`config.mk`:
```
export PLATFORM = sky130hd
export DESIGN_NAME = pc_unit
export DESIGN_NICKNAME = d
export VERILOG_FILES = /design/src/rtl/pc_unit.sv
export SDC_FILE = /design/constraint.sdc
export NUM_CORES = 1
export LEC_CHECK = 0
export CORE_MARGIN = 1.5
export CORE_UTILIZATION = 40
export DETAILED_ROUTE_END_ITERATION = 7
export GPL_TIMING_DRIVEN = 0
export PLACE_DENSITY = 0.76
export SLEW_MARGIN = 10
export SYNTH_ARGS = -nofsm -noshare
export SYNTH_HDL_FRONTEND = slang
export SYNTH_SLANG_ARGS = --single-unit
export TNS_END_PERCENT = 20
```
`constraint.sdc`:
```
create_clock -name clk_i -period 1.8 [get_ports clk_i]
set_clock_uncertainty 0.05 [all_clocks]
set_input_delay 0.27 -clock clk_i [delete_from_list [all_inputs] [get_ports clk_i]]
set_output_delay 0.27 -clock clk_i [all_outputs]
set_load 0.01 [all_outputs]
```
`src/rtl/pc_unit.sv`:
```
// Program-counter unit: holds the fetch address, applies trap/jump/branch redirects,
// defers redirects that arrive during a stall, records the trap PC and counts PC advances.
module pc_unit #(
    parameter int                WIDTH        = 32,
    parameter logic [WIDTH-1:0]  RESET_VECTOR = 32'h0000_0000,
    parameter logic [WIDTH-1:0]  TRAP_VECTOR  = 32'h0000_0080,
    parameter int                INCR         = 4,
    parameter int                CNT_WIDTH    = 32
) (
    input  logic                 clk_i,
    input  logic                 rst_i,
    input  logic                 stall_i,
    input  logic                 trap_i,
    input  logic                 jump_i,
    input  logic [WIDTH-1:0]     jump_target_i,
    input  logic                 branch_taken_i,
    input  logic [WIDTH-1:0]     branch_target_i,
    output logic [WIDTH-1:0]     pc_result_o,
    output logic [WIDTH-1:0]     pc_plus4_o,
    output logic [WIDTH-1:0]     epc_o,
    output logic                 redirect_pending_o,
    output logic                 misaligned_o,
    output logic [CNT_WIDTH-1:0] advance_count_o
);

    localparam logic [WIDTH-1:0]     INCR_W  = WIDTH'(INCR);
    localparam logic [CNT_WIDTH-1:0] CNT_ONE = CNT_WIDTH'(1'b1);

    logic [WIDTH-1:0]     pc_q, pc_d;
    logic [WIDTH-1:0]     epc_q, epc_d;
    logic                 pend_q, pend_d;
    logic [WIDTH-1:0]     pend_tgt_q, pend_tgt_d;
    logic                 mis_q, mis_d;
    logic [CNT_WIDTH-1:0] cnt_q, cnt_d;

    logic                 redirect_s;
    logic [WIDTH-1:0]     sel_target_s;
    logic [WIDTH-1:0]     aligned_target_s;
    logic                 advance_s;

    // Select the incoming redirect target; jump has priority over branch.
    always_comb begin
        redirect_s       = jump_i | branch_taken_i;
        sel_target_s     = branch_target_i;
        if (jump_i) begin
            sel_target_s = jump_target_i;
        end else begin
            sel_target_s = branch_target_i;
        end
        aligned_target_s = {sel_target_s[WIDTH-1:2], 2'b00};
    end

    // Next-state logic in priority order: trap, new redirect, held redirect, stall, increment.
    always_comb begin
        pc_d       = pc_q;
        epc_d      = epc_q;
        pend_d     = pend_q;
        pend_tgt_d = pend_tgt_q;
        advance_s  = 1'b0;
        if (trap_i) begin
            pc_d       = TRAP_VECTOR;
            epc_d      = pc_q;
            pend_d     = 1'b0;
            pend_tgt_d = '0;
            advance_s  = 1'b1;
        end else if (redirect_s && !stall_i) begin
            // A fresh redirect supersedes anything still held from a stall.
            pc_d      = aligned_target_s;
            pend_d    = 1'b0;
            advance_s = 1'b1;
        end else if (redirect_s) begin
            pend_d     = 1'b1;
            pend_tgt_d = aligned_target_s;
        end else if (pend_q && !stall_i) begin
            pc_d      = pend_tgt_q;
            pend_d    = 1'b0;
            advance_s = 1'b1;
        end else if (stall_i) begin
            pc_d = pc_q;
        end else begin
            pc_d      = pc_q + INCR_W;
            advance_s = 1'b1;
        end
    end

    // Misalignment flag and advance counter next state.
    always_comb begin
        mis_d = 1'b0;
        if (!trap_i && redirect_s && (sel_target_s[1:0] != 2'b00)) begin
            mis_d = 1'b1;
        end else begin
            mis_d = 1'b0;
        end
        if (advance_s) begin
            cnt_d = cnt_q + CNT_ONE;
        end else begin
            cnt_d = cnt_q;
        end
    end

    // State registers with synchronous reset.
    always_ff @(posedge clk_i) begin
        if (rst_i) begin
            pc_q       <= RESET_VECTOR;
            epc_q      <= '0;
            pend_q     <= 1'b0;
            pend_tgt_q <= '0;
            mis_q      <= 1'b0;
            cnt_q      <= '0;
        end else begin
            pc_q       <= pc_d;
            epc_q      <= epc_d;
            pend_q     <= pend_d;
            pend_tgt_q <= pend_tgt_d;
            mis_q      <= mis_d;
            cnt_q      <= cnt_d;
        end
    end

    assign pc_result_o        = pc_q;
    assign pc_plus4_o         = pc_q + INCR_W;
    assign epc_o              = epc_q;
    assign redirect_pending_o = pend_q;
    assign misaligned_o       = mis_q;
    assign advance_count_o    = cnt_q;

endmodule

```
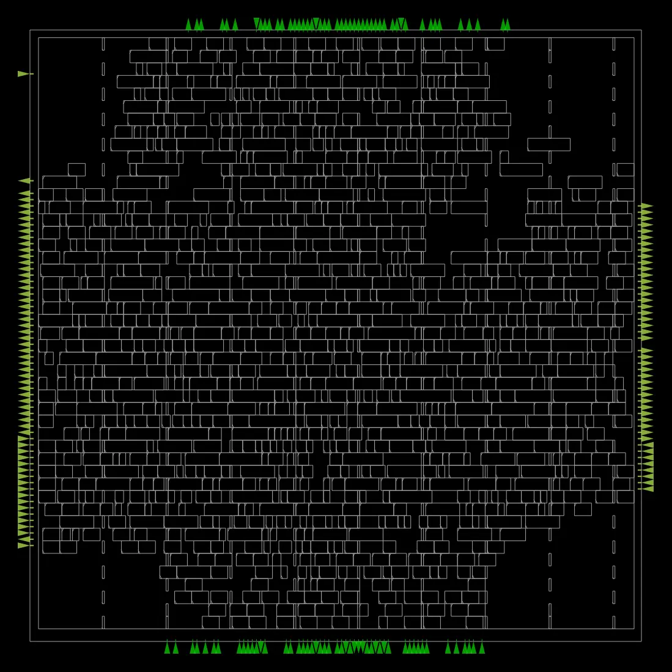
Figure 1: placement view.
sequential cell area share: 0.2461
flop count: 128
FILL cells: 1274
Rows: 47

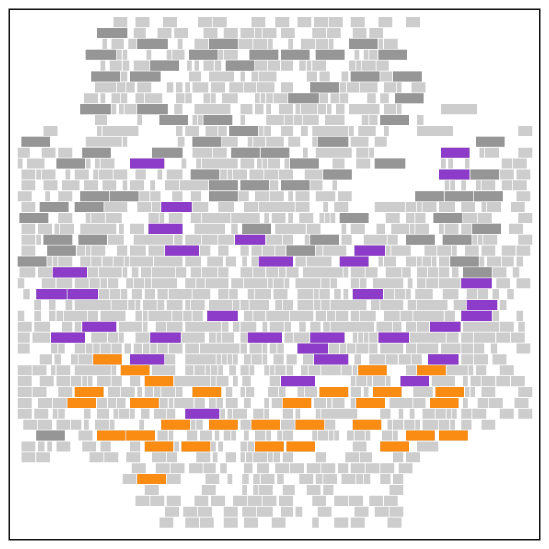
Figure 2: register map, names as in the netlist.
Scale: 4 px per um. Other sequential cells in the stronger gray, the rest of the logic in the fainter gray.
[`pend_tgt_q`] orange | flops: 30 | where: a horizontal strip, bottom
[`pc_result_o`] purple | flops: 32
not colored: 66

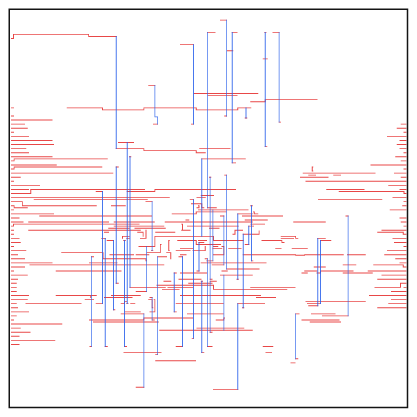
Figure 3: metal layers overlaid.
Scale: 3 px per um. Only two layers are drawn.
[met3] red | wire length: 2410 um
[met4] blue | wire length: 1180 um

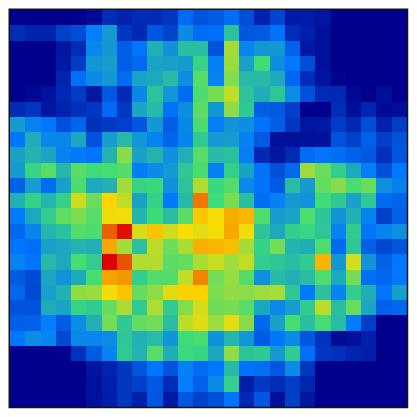
Figure 4: routed metal per tile.
Scale: 3 px per um. The die is cut into 26 by 26 equal tiles; dark blue is low, red is high, scaled to the fullest tile. Values are wire area over tile area, all layers added.
fullest tile: 0.83
tiles over half the peak: 20%
mean over tiles: 0.25
Vias: 7415
Total GRT Usage: 0.2724

==> run summary <==
status = finished with violations
failing checks = setup timing
Design Power = 7461 uW
setup total negative slack = -12.63 ns
Yosys Chip Area = 0.006680 mm^2
Setup Viol. Count Final = 37
yosys aoi share = 0.1616
average wire per standard cell = 19.78 um
Sw Share = 0.2532
Clk. pwr = 3390 uW
Worst-Skew Late Latency = 0.43 ns
first-pass detailed-route iteration total = 6
CLK BUF = 27
Top cell excl fill/tap = clkdlybuf4s50_1
RSZ-0062 raised after global routing = yes
Setup WS post-layout = -0.6229 ns
Crit. End Element = output port
initial antenna violation count = 0
DP Wirelength = 16590 um
Max Used Layer = met4
Final Instance Area = 0.01074 mm^2
yosys simple share = 0.2246
crit path to = pc_plus4_o[30]
final WL = 25510 um
synthesized net count = 839
XORs/XNORs by Area = 0.06949
top power group = the clock network
register area = 0.002644 mm^2
worst hold start = trap_i
MaxCap Viol Count = 0
met2 usage = 0.4340
Die X = 132.2 um
yosys stat cell total = 767
Post-CTS Hold Fix Bufs = 0
minimum clock period = 2.423 ns
Fin. Hold Viols = 0
top cell category = combinational gates
fraction of layout cells with a size suffix above 1 = 0.2841
CP startpoint = pc_result_o[17]$_SDFFE_PP0P_
worst r2r src = pc_result_o[17]$_SDFFE_PP0P_
worst min path class = input port to register
Cell Pwr Density = 694.6 mW/mm^2
Worst-Margin Slew = 0.8601 ns
post-synthesis sequential area ratio = 0.3836
CP Cell Sequence = buf_6, nand4_4, or2_1, buf_6, nor4_4, xor2_1, buf_2
Nets = 1130
Post-CTS Setup Repair Bufs = 52
pin count of the biggest net entering global routing = 17
Power is estimated from default activity; no workload was simulated.
